==> images/final_clocks.png <==
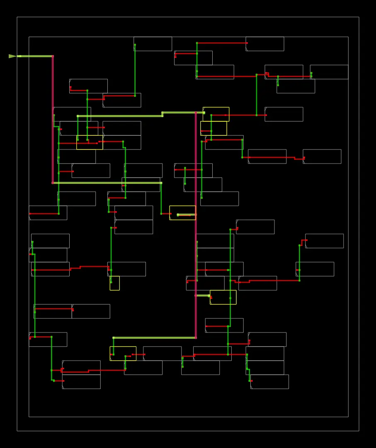
==> images/cell_classes.png <==
Bar = 20 µm. Fill, decap, tap and diode cells in grey.
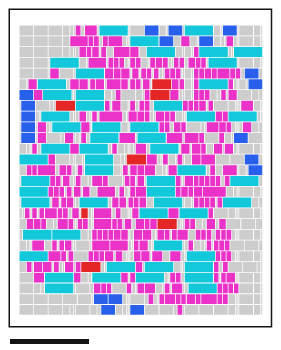
==> images/met2.png <==
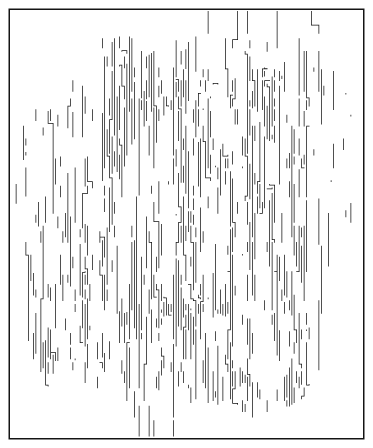
--- src/rtl/keypad_scan_if.sv ---
// Keypad pin and key-code bundle between the scanner and the board/game side.
// The scanner uses the slave view; the pins/keypad side uses the master view.
interface keypad_scan_if;
  logic [3:0] key_row;
  logic [3:0] key_col;
  logic [4:0] key;
  logic [4:0] key_pulse;

  modport master (
    output key_row,
    input  key_col,
    input  key,
    input  key_pulse
  );

  modport slave (
    input  key_row,
    output key_col,
    output key,
    output key_pulse
  );
endinterface

--- src/rtl/keypad_scan.sv ---
// 4x4 active-low keypad scanner: one-cold column drive, 2-flop row synchroniser,
// frame-level debounce and {valid, code} encoding for the key / key_pulse bus.
module keypad_scan #(
  parameter int SCAN_DIV        = 1000,
  parameter int DEBOUNCE_FRAMES = 4
) (
  input  logic         clk,
  input  logic         rst,
  keypad_scan_if.slave kp
);

  localparam int DIV_W = $clog2(SCAN_DIV);
  localparam int RUN_W = $clog2(DEBOUNCE_FRAMES + 1);
  localparam logic [DIV_W-1:0] DIV_LAST = DIV_W'(SCAN_DIV - 1);
  localparam logic [RUN_W-1:0] RUN_MAX  = RUN_W'(DEBOUNCE_FRAMES);
  localparam logic [RUN_W-1:0] RUN_ONE  = RUN_W'(1);
  localparam logic [4:0]       NONE     = 5'h00;

  // Frame bit index is col*4 + row; returns the printed legend of that key.
  function automatic logic [3:0] code_of(input logic [3:0] idx);
    logic [3:0] code;
    case (idx)
      4'd0:    code = 4'h1;
      4'd1:    code = 4'h4;
      4'd2:    code = 4'h7;
      4'd3:    code = 4'hE;
      4'd4:    code = 4'h2;
      4'd5:    code = 4'h5;
      4'd6:    code = 4'h8;
      4'd7:    code = 4'h0;
      4'd8:    code = 4'h3;
      4'd9:    code = 4'h6;
      4'd10:   code = 4'h9;
      4'd11:   code = 4'hF;
      4'd12:   code = 4'hA;
      4'd13:   code = 4'hB;
      4'd14:   code = 4'hC;
      default: code = 4'hD;
    endcase
    return code;
  endfunction

  logic [3:0]       sync1_q, sync2_q;
  logic [DIV_W-1:0] div_cnt_q, div_cnt_d;
  logic [1:0]       col_idx_q, col_idx_d;
  logic [15:0]      frame_q;
  logic             eval_q, eval_d;
  logic [4:0]       prev_q, stable_q, key_pulse_q;
  logic [RUN_W-1:0] run_q, run_d;
  logic             sample;
  logic [4:0]       cand;
  logic             accept;

  assign sample = (div_cnt_q == DIV_LAST);

  always_comb begin
    div_cnt_d = sample ? '0 : div_cnt_q + 1'b1;
    col_idx_d = sample ? col_idx_q + 2'd1 : col_idx_q;
    eval_d    = sample && (col_idx_q == 2'd3);
  end

  // Walk downward so the lowest pressed scan index is the one that sticks.
  always_comb begin
    cand = NONE;
    for (int i = 15; i >= 0; i--) begin
      if (frame_q[i]) cand = {1'b1, code_of(4'(i))};
    end
  end

  always_comb begin
    if (cand == prev_q) run_d = (run_q == RUN_MAX) ? run_q : run_q + 1'b1;
    else                run_d = RUN_ONE;
    accept = eval_q && (run_d == RUN_MAX) && (cand != stable_q);
  end

  always_ff @(posedge clk) begin
    if (rst) begin
      sync1_q     <= 4'b1111;
      sync2_q     <= 4'b1111;
      div_cnt_q   <= '0;
      col_idx_q   <= 2'd0;
      frame_q     <= '0;
      eval_q      <= 1'b0;
      prev_q      <= NONE;
      stable_q    <= NONE;
      run_q       <= '0;
      key_pulse_q <= NONE;
    end else begin
      sync1_q     <= kp.key_row;
      sync2_q     <= sync1_q;
      div_cnt_q   <= div_cnt_d;
      col_idx_q   <= col_idx_d;
      eval_q      <= eval_d;
      key_pulse_q <= NONE;
      if (sample) frame_q[{col_idx_q, 2'b00} +: 4] <= ~sync2_q;
      // Evaluation never coincides with a sample because SCAN_DIV >= 4.
      if (eval_q) begin
        frame_q <= '0;
        prev_q  <= cand;
        run_q   <= run_d;
        if (accept) begin
          stable_q    <= cand;
          // NONE encodes as zero, so an accepted release yields no pulse.
          key_pulse_q <= cand;
        end
      end
    end
  end

  assign kp.key_col   = ~(4'b0001 << col_idx_q);
  assign kp.key       = stable_q;
  assign kp.key_pulse = key_pulse_q;

endmodule
--- src/flat_wrapper.sv ---
// flat-port wrapper written by rule: the top's interface ports become plain ports
module keypad_scan_flat 
#(
  parameter int SCAN_DIV        = 1000,
  parameter int DEBOUNCE_FRAMES = 4
)
  (clk, rst, kp_key_row, kp_key_col, kp_key, kp_key_pulse);
  keypad_scan_if kp_i ();
  input  logic clk;
  input  logic rst;
  input wire logic [$bits(kp_i.key_row)-1:0] kp_key_row;
  output wire logic [$bits(kp_i.key_col)-1:0] kp_key_col;
  output wire logic [$bits(kp_i.key)-1:0] kp_key;
  output wire logic [$bits(kp_i.key_pulse)-1:0] kp_key_pulse;
  assign kp_i.key_row = kp_key_row;
  assign kp_key_col = kp_i.key_col;
  assign kp_key = kp_i.key;
  assign kp_key_pulse = kp_i.key_pulse;
  keypad_scan #(.SCAN_DIV(SCAN_DIV), .DEBOUNCE_FRAMES(DEBOUNCE_FRAMES)) u_core (.clk(clk), .rst(rst), .kp(kp_i));
endmodule
--- config.mk ---
export PLATFORM = sky130hd
export DESIGN_NAME = keypad_scan_flat
export DESIGN_NICKNAME = d
export VERILOG_FILES = /design/src/rtl/keypad_scan_if.sv /design/src/rtl/keypad_scan.sv /design/src/flat_wrapper.sv
export SDC_FILE = /design/constraint.sdc
export NUM_CORES = 1
export LEC_CHECK = 0
export ABC_AREA = 1
export ABC_CLOCK_PERIOD_IN_PS = 5200
export CAP_MARGIN = 20
export CORE_AREA = 2 2 64 78
export CTS_CLUSTER_DIAMETER = 50
export CTS_CLUSTER_SIZE = 24
export DETAILED_ROUTE_END_ITERATION = 8
export DIE_AREA = 0 0 66 80
export PLACE_DENSITY = 0.8
export SYNTH_ARGS = -nofsm -noshare
export SYNTH_HDL_FRONTEND = slang
export SYNTH_SLANG_ARGS = --single-unit
--- constraint.sdc ---
create_clock -name clk -period 5.2 [get_ports clk]
set_input_delay 0.78 -clock clk [delete_from_list [all_inputs] [get_ports clk]]
set_output_delay 0.78 -clock clk [all_outputs]
set_load 0.01 [all_outputs]
==> impl_metrics.csv <==
group,metric,value,unit
logic_synthesis,synth_flop_count,55,
detailed_routing,vias_per_cell,5.18,
timing,fin_crit_sh,0.529,
run_status,run_status,"finished clean",
timing,finalClockSkew,0.00888,ns
min_path,hold_path_class,"flip-flop to flip-flop",
cells_and_area,largest_registers,"u_core.frame_q (16), u_core.div_cnt_q (10)",
grt,largest_net_degree_at_the_start_of_global_routing,23,
timing,whs,0.416,ns
logic_synthesis,synthesis.area,2660,µm²
cells_and_area,nets,396,
clock_network,cts_root_buffer,"sky130_fd_sc_hd__clkbuf_8",
power,power,677,µW
floorplan,die_height,80,µm
worst_setup_path,worst_r2r_startpoint,"u_core.frame_q[12]$_SDFFE_PP0P_",
worst_setup_path,critical_path.startpoint_type,"flip-flop",
logic_synthesis,syn_area_per_cell,7.38,µm²
power,power.share.clock,0.344,
clock_network,tritoncts,"yes",
cells_and_area,most_flop_heavy_register,"u_core.frame_q",
logic_synthesis,post_synth_fa_ha_maj_area_fraction,0.0377,
timing,fmaxAchievable,363,MHz
grt,grt.overflow.total,0,
worst_setup_path,worst-endpoint-arrival,1.97,ns
cells_and_area,area.sequential,1100,µm²
clock_network,cts_hold_buf,0,
detailed_routing,wl_met1,2260,µm
grt,grt_pass1_wl,8830,µm
power,power.share.combinational,0.025,
## Picture notes: final_clocks.png
number of buffers created by CTS: 5
count of flip-flops and latches: 55
Clk. pwr: 233 µW
clock latency on the worst-skew pair: 0.31 ns

## Picture notes: cell_classes.png
colour	class	cells	share of their area
cyan	flip-flops	55	38%
magenta	all other logic	301	53%
red	clock drivers and dummy loads	7	3.0%
blue	other buffers and delay cells	19	6.5%
core region area: 4530 µm²
row count: 27
final standard cell utilization of the core: 0.660
flop share of the area: 0.368
final design area excluding fillers: 2990 µm²

## Picture notes: met2.png
main direction	vertical
nets with wire on the layer	326
wire length on this layer	2,540 µm
aggregate routed wire length: 5100 µm
total via count in the routed design: 2,279

No activity file was given, so power comes from the tool's default toggle rates.
